[src/rtl/add32_accumulator_pkg.sv]
// Shared definitions for the add32 accumulator: default adder width and FSM state encoding.
package add32_accumulator_pkg;

  localparam int ADD_W = 32;

  typedef enum logic [1:0] {
    ST_IDLE = 2'd0,
    ST_ACC  = 2'd1,
    ST_DONE = 2'd2
  } acc_state_t;

endpackage

[src/rtl/csel_add32.sv]
// W-bit carry-select adder with carry-in fixed at 0; returns the sum and the carry-out.
module csel_add32
  import add32_accumulator_pkg::*;
#(
  parameter int W = ADD_W
) (
  input  logic [W-1:0] a,
  input  logic [W-1:0] b,
  output logic [W-1:0] sum,
  output logic         cout
);

  localparam int LO = W / 2;
  localparam int HI = W - LO;

  logic [LO:0] lo_sum;
  logic [HI:0] hi_sum0;
  logic [HI:0] hi_sum1;

  assign lo_sum  = {1'b0, a[LO-1:0]} + {1'b0, b[LO-1:0]};
  // Both upper-half results are formed in parallel; the low carry picks one.
  assign hi_sum0 = {1'b0, a[W-1:LO]} + {1'b0, b[W-1:LO]};
  assign hi_sum1 = {1'b0, a[W-1:LO]} + {1'b0, b[W-1:LO]} + {{HI{1'b0}}, 1'b1};

  assign {cout, sum[W-1:LO]} = lo_sum[LO] ? hi_sum1 : hi_sum0;
  assign sum[LO-1:0]         = lo_sum[LO-1:0];

endmodule

[src/rtl/add32_accumulator.sv]
// Streaming packet accumulator: sums W-bit operands, counts carry-outs, presents result on a valid/ready port.
// Define ACC_SAT_EN to clamp the sum to all-ones on the first carry of a packet (reported on out_sat).
module add32_accumulator
  import add32_accumulator_pkg::*;
#(
  parameter int W  = ADD_W,
  parameter int CW = 8
) (
  input  logic          clk,
  input  logic          rst,
  input  logic          in_valid,
  output logic          in_ready,
  input  logic [W-1:0]  in_data,
  input  logic          in_last,
  output logic          out_valid,
  input  logic          out_ready,
  output logic [W-1:0]  out_sum,
  output logic [CW-1:0] out_carries,
  output logic          out_sat
);

  localparam logic [CW-1:0] CNT_MAX = '1;

  acc_state_t    state;
  logic [W-1:0]  acc;
  logic [CW-1:0] cnt;
  logic [W-1:0]  add_sum;
  logic          add_c;
  logic          accept;

  function automatic logic [CW-1:0] cnt_sat_inc(input logic [CW-1:0] c, input logic inc);
    if (inc && (c != CNT_MAX)) return c + {{(CW-1){1'b0}}, 1'b1};
    return c;
  endfunction

  csel_add32 #(.W(W)) u_add (
    .a   (acc),
    .b   (in_data),
    .sum (add_sum),
    .cout(add_c)
  );

  assign in_ready = (state != ST_DONE) && !rst;
  assign accept   = in_valid && in_ready;

`ifdef ACC_SAT_EN
  logic sat;

  // Once clamped, the sum stays at all-ones until the packet completes.
  function automatic logic [W-1:0] acc_clamp(input logic [W-1:0] s, input logic c, input logic sat_now);
    if (c || sat_now) return '1;
    return s;
  endfunction
`endif

  always_ff @(posedge clk) begin
    if (rst) begin
      state     <= ST_IDLE;
      acc       <= '0;
      cnt       <= '0;
      out_valid <= 1'b0;
`ifdef ACC_SAT_EN
      sat       <= 1'b0;
`endif
    end else begin
      case (state)
        ST_IDLE: begin
          if (accept) begin
            acc       <= in_data;
            cnt       <= '0;
`ifdef ACC_SAT_EN
            sat       <= 1'b0;
`endif
            state     <= in_last ? ST_DONE : ST_ACC;
            out_valid <= in_last;
          end
        end
        ST_ACC: begin
          if (accept) begin
`ifdef ACC_SAT_EN
            acc <= acc_clamp(add_sum, add_c, sat);
            sat <= sat || add_c;
`else
            acc <= add_sum;
`endif
            cnt <= cnt_sat_inc(cnt, add_c);
            if (in_last) begin
              state     <= ST_DONE;
              out_valid <= 1'b1;
            end
          end
        end
        ST_DONE: begin
          if (out_ready) begin
            state     <= ST_IDLE;
            out_valid <= 1'b0;
          end
        end
        default: begin
          state     <= ST_IDLE;
          out_valid <= 1'b0;
        end
      endcase
    end
  end

  assign out_sum     = acc;
  assign out_carries = cnt;
`ifdef ACC_SAT_EN
  assign out_sat     = sat;
`else
  assign out_sat     = 1'b0;
`endif

endmodule
[config.mk]
export PLATFORM = sky130hd
export DESIGN_NAME = add32_accumulator
export DESIGN_NICKNAME = d
export VERILOG_FILES = /design/src/rtl/add32_accumulator_pkg.sv /design/src/rtl/csel_add32.sv /design/src/rtl/add32_accumulator.sv
export SDC_FILE = /design/constraint.sdc
export NUM_CORES = 1
export LEC_CHECK = 0
export ABC_CLOCK_PERIOD_IN_PS = 11700
export CAP_MARGIN = 25
export CORE_UTILIZATION = 40
export CTS_CLUSTER_DIAMETER = 80
export DETAILED_ROUTE_END_ITERATION = 16
export PLACE_DENSITY = 0.71
export SKIP_LAST_GASP = 1
export SLEW_MARGIN = 20
export SYNTH_ARGS = -nofsm -noshare
export SYNTH_HDL_FRONTEND = slang
export SYNTH_SLANG_ARGS = --single-unit
[constraint.sdc]
create_clock -name clk -period 11.7 [get_ports clk]
set_clock_uncertainty 0.2 [all_clocks]
set_input_delay 2.925 -clock clk [delete_from_list [all_inputs] [get_ports clk]]
set_output_delay 2.925 -clock clk [all_outputs]
set_load 0.005 [all_outputs]
Fig. 1: run 1, layout detail
Window x 30 to 70, y 30 to 70 microns. Cells in grey, sequential cells in the stronger grey; small squares are vias.
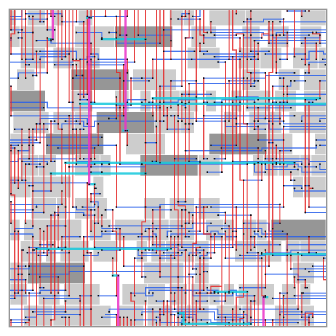
Magenta shows M4. Red shows M2. Blue shows M1. Cyan shows M3.
Netlist names of flops here include out_sum (9). Most frequent: o21ai_0 (9), nand2_1 (9), dfxtp_1 (9). Sequential cells in the window: 9. 131 logic cells have their middle in the window.

Fig. 2: run 1, M3 wires
Cells faint in the background.
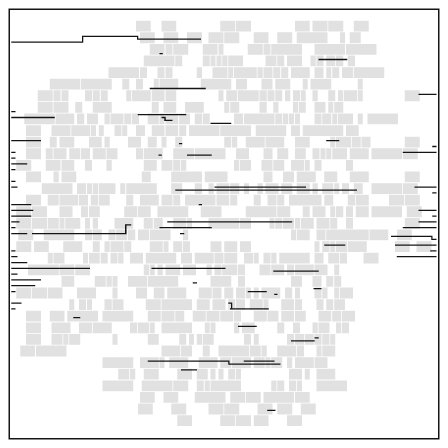
The longest straight run is 42.3 microns. The layer holds 4.5% of the routed length. 60 nets have wire on it.
met3 GRT Util: 0.0362
final wirelength: 10700 microns

Fig. 3: run 1, wiring heat map
The bar under the picture is 20 microns long. 20 x 20 tiles, from white (low) to dark blue (high), scaled to the fullest tile. Values are wire area over tile area, all layers added.
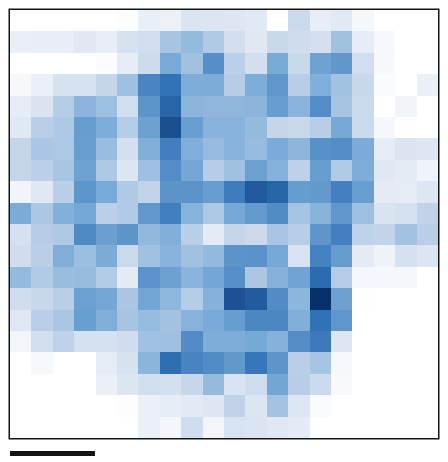
19% of the tiles are nearly empty. The mean over all tiles is 0.17. The fullest tile reaches 0.57.
Vias: 3943
WL/cell: 15.4 microns
overall routing resource usage: 0.215

Fig. 4: run 1, clock routing
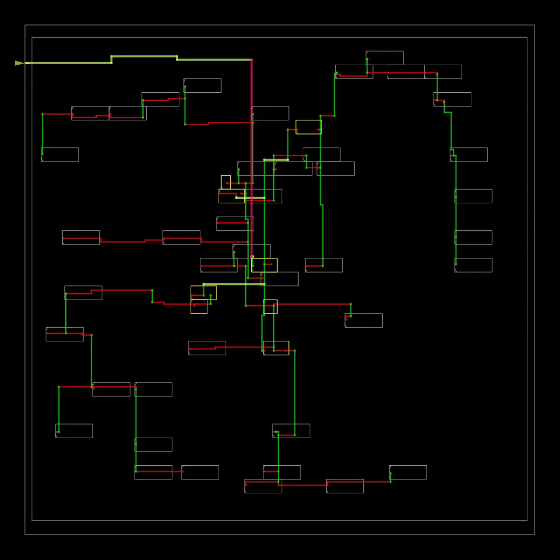
Flops: 42
clk_buf instances: 5
CTS buffer count: 5
clock network power: 101 uW
clk sinks: 42

==> results_dict.tcl, run 1 <==
# place-and-route summary
set metrics [dict create \
    slowest_delay_ns 0.71 \
    flop_area_sq_um 841 \
    slew_violations 0 \
    drc 0 \
    syn_inst 498 \
    cts-root-buf "clkbuf_8" \
    cpMaxStageDelayCell "clkdlybuf4s50_1" \
    pwr-share-clk 0.231 \
    coreArea_sq_mm 0.00928 \
    power.share.switching 0.371 \
    warnings 26 \
    die_w_microns 100 \
    cts_hold_buf 0 \
    largest_reg_flops 32 \
    r2r_slack_ns 7.61 \
    grt_pass1_vias 3797 \
    fill_cells 909 \
    lay_top_cells "clkdlybuf4s50_1 (78), nor2_1 (58), a21oi_1 (48)" \
    final.setup.tns_ns 0 \
    gp_congestion 0.890 \
    path_cells "clkdlybuf4s50_1 > a21oi_1 > clkdlybuf4s50_1" \
    clk_share 0.0187 \
    comb-power_uw 179 \
    syn_to_final_growth_pct 24.8 \
    synthArstFlopShare 0 \
    comb_share 0.591 \
    busiest_layer "met2" \
    max-vdd-ir-drop_uv 45.6 \
    dr.max_layer_used "met4" \
    cts_repair_resize_count 0 \
    fin_area_sq_mm 0.00483 \
    yosys-top-cells-count "nor2_1 (58), a21oi_1 (48), dfxtp_1 (42)" \
    edf_count 0 \
    critPathTopFamily "buffers and inverters" \
    yosysTopAreaCell "dfxtp_1" \
    rsz0062_at_grt "no" \
    nNonClkInverters 15 \
    topCellsByArea "dfxtp_1 (22%), ha_1 (11%), a21oi_1 (6.2%)" \
    clock.fmax_mhz 133 \
    ys_chip_area_sq_mm 0.00387 \
    initCoreUtil 0.417 \
    chipArea_sq_mm 0.0101 \
    synth_top_cell_by_count "nor2_1" \
    place_area_sq_mm 0.00474 \
    synth.yosys.num_cells 498 \
    synth_nets 571 \
    cp-start-kind "input port" \
    status "finished, final reports clean" \
    yosys.cell_types.count 68 \
    netlist.area_leader.share 0.217 \
    pwr-share-comb 0.408 \
    syn-cell-area_sq_mm 0.00387 \
    min_path_cells 2 \
    boundaryPins 80 \
    path_clk_slew_ns 0.09 \
    yosys_warnings 0 \
    relSlewSlack 0.452 \
    seq_power_share 0.362 \
    final_common_cell "clkdlybuf4s50_1" \
    xor_share 0.0724 \
    wl_met3_microns 476 \
    mux_share 0.0372 \
    crit_buf_inv 2 \
    post-dp-hpwl_microns 8000 \
    tritoncts "done" \
    antenna_left 0 \
    path_class "in -> out" \
    wl_met1_microns 4960 \
    via_per_inst 5.68 \
    power.internal_uw 277 \
    ys_sh_simple 0.223 \
    fin_nets 637 \
    critPathCaptureType "output port" \
    grt_max_degree 43 \
    bufAreaShareNonClock 0.171 \
    path_max_fanout 13 \
    buffers 82 \
    worst_slew_pin_slew_ns 0.821 \
    max-clock-path-buffers 2 \
    hold_viol_final 0 \
    power_density_mw_per_mm2 91.1 \
    min_period_ns 7.54 \
    synth_adder_area_share 0.120 \
    num_rows 35 \
    aoi_share 0.284 \
    comb_area_sq_mm 0.00286 \
    cpMostUsedCell "clkdlybuf4s50_1" \
    logic_family "AND-OR/OR-AND gates" \
    cap_violations 0 \
    antenna_found_initial 0 \
    seqAreaFraction 0.174 \
    diodes 0 \
    largest_cell_class "logic gates" \
    die_y_microns 100 \
    use_met2 0.367 \
    grt-ovfl-total 0 \
    r2r_cells 12 \
    ys.flop_type "dfxtp_1" \
    grt_use_met1 0.274 \
    ys_seq_frac 0.217 \
    port_buffers 78 \
    drtIter0Drc 232 \
    p_leak_nw 1.83 \
    h-tree-depth 2 \
    top_power_group "combinational cells" \
    drive_above_1_share 0.0531 \
    grt_pass1_wl_microns 17500 \
    hp-class "reg -> reg" \
    syn_avg_cell_area_sq_um 7.77 \
    dr.pass1.iters 4 \
    p_sw_uw 163 \
    cp_num_cells 3 \
    clock.latency.late_pin_ns 0.30 \
    nWellTaps 129 \
    crit_arrival_ns 4.42 \
    postCtsSetupBuffers 0 \
    finalClockPeriodUsage 0.645 \
    required_ns 8.58 \
    seq_power_uw 159 \
    synth_flops 42 \
    wl_met2_microns 5110 \
    comb_cells 418 \
    setup_viol 0 \
]
==> run 1: metrics by stage <==
step	cells	setup slack (ns)	power, mW	hold WS (ns)	utilization
6_report	694	4.16	0.440	0.294	0.520
5_1_grt	694	4.07	0.468	0.324	0.520
4_1_cts	694	4.15	0.442	0.294	0.520
3_5_place_dp	686	4.14	0.339	0.281	0.511
3_3_place_gp	684	3.77	0.334	0.284	0.507
2_1_floorplan	498	5.05	0.281	0.269	-
==> run 1: worst paths after layout <==
kind,to,start
min,out_sum[24],out_sum[24]
max,in_ready,rst
max reg2reg,out_carries[4],out_sum[16]
min reg2reg,out_sum[24],out_sum[24]
==> inputs of run 2 (changes only) <==
--- a/config.mk
+++ b/config.mk
@@ -5,12 +5,12 @@
 export SDC_FILE = /design/constraint.sdc
 export NUM_CORES = 1
 export LEC_CHECK = 0
-export ABC_CLOCK_PERIOD_IN_PS = 11700
+export ABC_CLOCK_PERIOD_IN_PS = 6870
 export CAP_MARGIN = 25
 export CORE_UTILIZATION = 40
 export CTS_CLUSTER_DIAMETER = 80
 export DETAILED_ROUTE_END_ITERATION = 16
-export PLACE_DENSITY = 0.71
+export PLACE_DENSITY = 0.73
 export SKIP_LAST_GASP = 1
 export SLEW_MARGIN = 20
 export SYNTH_ARGS = -nofsm -noshare
==> constraint.sdc (replaced) <==
create_clock -name clk -period 6.87 [get_ports clk]
set_clock_uncertainty 0.2 [all_clocks]
set_input_delay 1.7175 -clock clk [delete_from_list [all_inputs] [get_ports clk]]
set_output_delay 1.7175 -clock clk [all_outputs]
set_load 0.005 [all_outputs]
Fig. 5: run 2, layout detail
Window x 30 to 70, y 30 to 70 microns. Cells in grey, sequential cells in the stronger grey; small squares are vias.
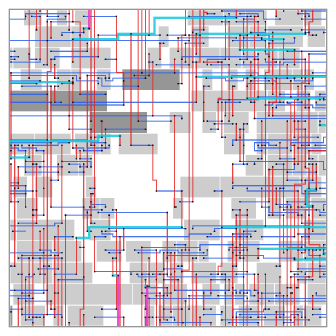
Blue shows M1. Magenta shows M4. Cyan shows M3. Red shows M2.
Netlist names of flops here include out_sum (4). Sequential cells in the window: 4. Most frequent: o21ai_0 (10), inv_1 (9). 131 logic cells have their middle in the window.

Fig. 6: run 2, routed clock nets over the placement
The bar under the picture is 20 microns long.
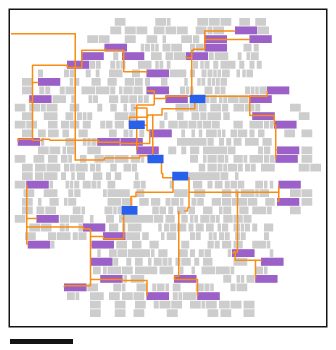
Orange shows clock wires, length 692 microns. Blue shows clock-net drivers, count 5. Purple shows flip-flops, count 42.
There are 6 routed clock nets.
Late-Pin Clk Latency: 0.30 ns
Clock Power Share: 0.269

==> run 2 against run 1 <==
  * Setup slack worse by 2.8 ns
  * Cell area is 0.31% higher
  * Cell count did not move
  * Via count is 0.43% higher
  * Critical path depth up 10
  * Utilization grew 0.16 points
  * Clock-buffer cell count is the same
  * Register-to-register slack worse by 4.8 ns
==> results_dict.tcl, run 2 <==
# place-and-route summary
set metrics [dict create \
    yosysTopAreaCell "dfxtp_1" \
    critPathTopFamily "simple AND/OR/NAND/NOR gates" \
    boundaryPins 80 \
    dr.pass1.iters 4 \
    wl_met1_microns 4880 \
    finalClockPeriodUsage 0.810 \
    grt-ovfl-total 0 \
    antenna_found_initial 0 \
    slowest_delay_ns 0.49 \
    setup_viol 0 \
    p_leak_nw 1.84 \
    antenna_left 0 \
    clk-power_uw 211 \
    hp-class "reg -> reg" \
    min_path_cells 2 \
    fin_area_sq_mm 0.00484 \
    max-clock-path-buffers 2 \
    grt_pass1_vias 3836 \
    worstReg2RegEnd "out_carries[4]" \
    max-vdd-ir-drop_uv 80.4 \
    rsz0062_at_grt "no" \
    top_power_group "combinational cells" \
    port_buffers 78 \
    via_per_inst 5.71 \
    slew_violations 0 \
    relSlewSlack 0.460 \
    yosys-top-cells-count "nor2_1 (58), a21oi_1 (48), dfxtp_1 (42)" \
    clock.fmax_mhz 180 \
    rr_startpoint "out_sum[16]" \
    wl_met3_microns 509 \
    critPathCaptureType "flip-flop" \
    path_clk_slew_ns 0.10 \
    hp-start "out_sum[22]" \
    dp.cells 686 \
    lay_top_cells "clkdlybuf4s50_1 (78), nor2_1 (58), a21oi_1 (48)" \
    path_class "in -> reg" \
    synth_adder_area_share 0.120 \
    gp_congestion 0.886 \
    postCtsSetupBuffers 0 \
    fin_nets 637 \
    numCtsBuffers 5 \
    grt_util_all_layers 0.219 \
    cts_sinks 42 \
    grt_max_degree 43 \
    path_max_fanout 10 \
    worst_slew_pin_slew_ns 0.809 \
    postLayoutSetupSlackWorst_ns 1.31 \
    routed_wl_microns 10600 \
    drive_above_1_share 0.0531 \
    min_period_ns 5.56 \
    required_ns 6.85 \
    comb-power_uw 303 \
    r2r_cells 12 \
    wl_met2_microns 4950 \
    use_met2 0.366 \
    use_met3 0.0341 \
    num_rows 35 \
    syn_to_final_growth_pct 25.2 \
    power.internal_uw 508 \
    place_area_sq_mm 0.00473 \
    ys_chip_area_sq_mm 0.00387 \
    cpMaxStageDelayCell "mux2i_2" \
    ys_seq_frac 0.217 \
    largest_reg_flops 32 \
    r2r_slack_ns 2.86 \
    wire_per_inst_microns 15.2 \
    xor_share 0.0724 \
    pwr-share-comb 0.387 \
    initCoreUtil 0.417 \
    drtIter0Drc 149 \
    die_y_microns 100 \
    synth_nets 571 \
    topCellsByArea "dfxtp_1 (22%), ha_1 (11%), a21oi_1 (6.2%)" \
    yosys.cell_types.count 68 \
    die_w_microns 100 \
    grt_use_met1 0.282 \
    diodes 0 \
    cts_hold_buf 0 \
    logic_family "AND-OR/OR-AND gates" \
    cp-start-kind "input port" \
    cts_repair_resize_count 0 \
    netlist.area_leader.share 0.217 \
    synth_top_cell_by_count "nor2_1" \
    ys.flop_type "dfxtp_1" \
    cp-endpoint "out_carries[4]" \
    min_to "out_sum[22]" \
    syn_avg_cell_area_sq_um 7.77 \
    cp_num_cells 13 \
    synth_flops 42 \
    aoi_share 0.284 \
    post-place-ws_ns 1.00 \
    num_vias 3960 \
    seq_power_share 0.345 \
    hold_viol_final 0 \
    cap_violations 0 \
    crit_arrival_ns 5.54 \
    p_sw_uw 276 \
    synthArstFlopShare 0 \
    power_density_mw_per_mm2 162 \
    seq_power_uw 270 \
    cts-root-buf "clkbuf_8" \
    tritoncts "done" \
    grt_pass1_wl_microns 17900 \
    drc 0 \
    warnings 26 \
    ys_sh_simple 0.223 \
    coreArea_sq_mm 0.00928 \
    post-dp-hpwl_microns 7970 \
    synth.yosys.num_cells 498 \
    chipArea_sq_mm 0.0101 \
    post-route-util 0.522 \
    instances_no_fill 694 \
    syn-cell-area_sq_mm 0.00387 \
    yosys_warnings 0 \
    h-tree-depth 2 \
    path_cells "clkdlybuf4s50_1 > ha_1 > fa_1 > a211oi_4 > o21ai_2 > a2111oi_4 > nor2_2 > nor4_4 > nand4_1 > and4bb_1 > mux2i_2 > or4_1 > a21oi_1" \
    crit_buf_inv 1 \
    status "finished, final reports clean" \
    startpoint "in_data[16]" \
    edf_count 0 \
    final.setup.tns_ns 0 \
    mux_share 0.0372 \
    power.share.switching 0.352 \
    syn_inst 498 \
    final_common_cell "clkdlybuf4s50_1" \
    busiest_layer "met2" \
    dr.max_layer_used "met4" \
]
run 2: cell counts after synthesis:
No cell type changed its count.
run 2: cell type report:
class	instances	area (sq um)
clock buffers	5	68.8
flip-flops and latches	42	841
inverters	15	56.3
repair buffers	82	818
clock inverters	3	43.8
well taps	129	161
multi-input cells	418	2860
fillers	907	4440
run 2: cell families (layout without fill, tap and decap cells):
kind of cell | after synthesis | in the layout
buffers and inverters | 38 | 105
muxes | 14 | 14
AOI/OAI and AO/OA | 164 | 164
adders and majority gates | 36 | 36
DFF | 42 | 42
other | 1 | 1
xor gates and xnor gates | 32 | 32
and+or+nand+nor | 171 | 171
run 2: per-stage QoR:
step                      power, mW  hold WS [ns]
after floorplan               0.478         0.269
after global placement        0.570         0.267
after detailed placement      0.576         0.277
after CTS                     0.786         0.288
after global routing          0.833         0.317
final                         0.784         0.287
Power is estimated from default activity; no workload was simulated.
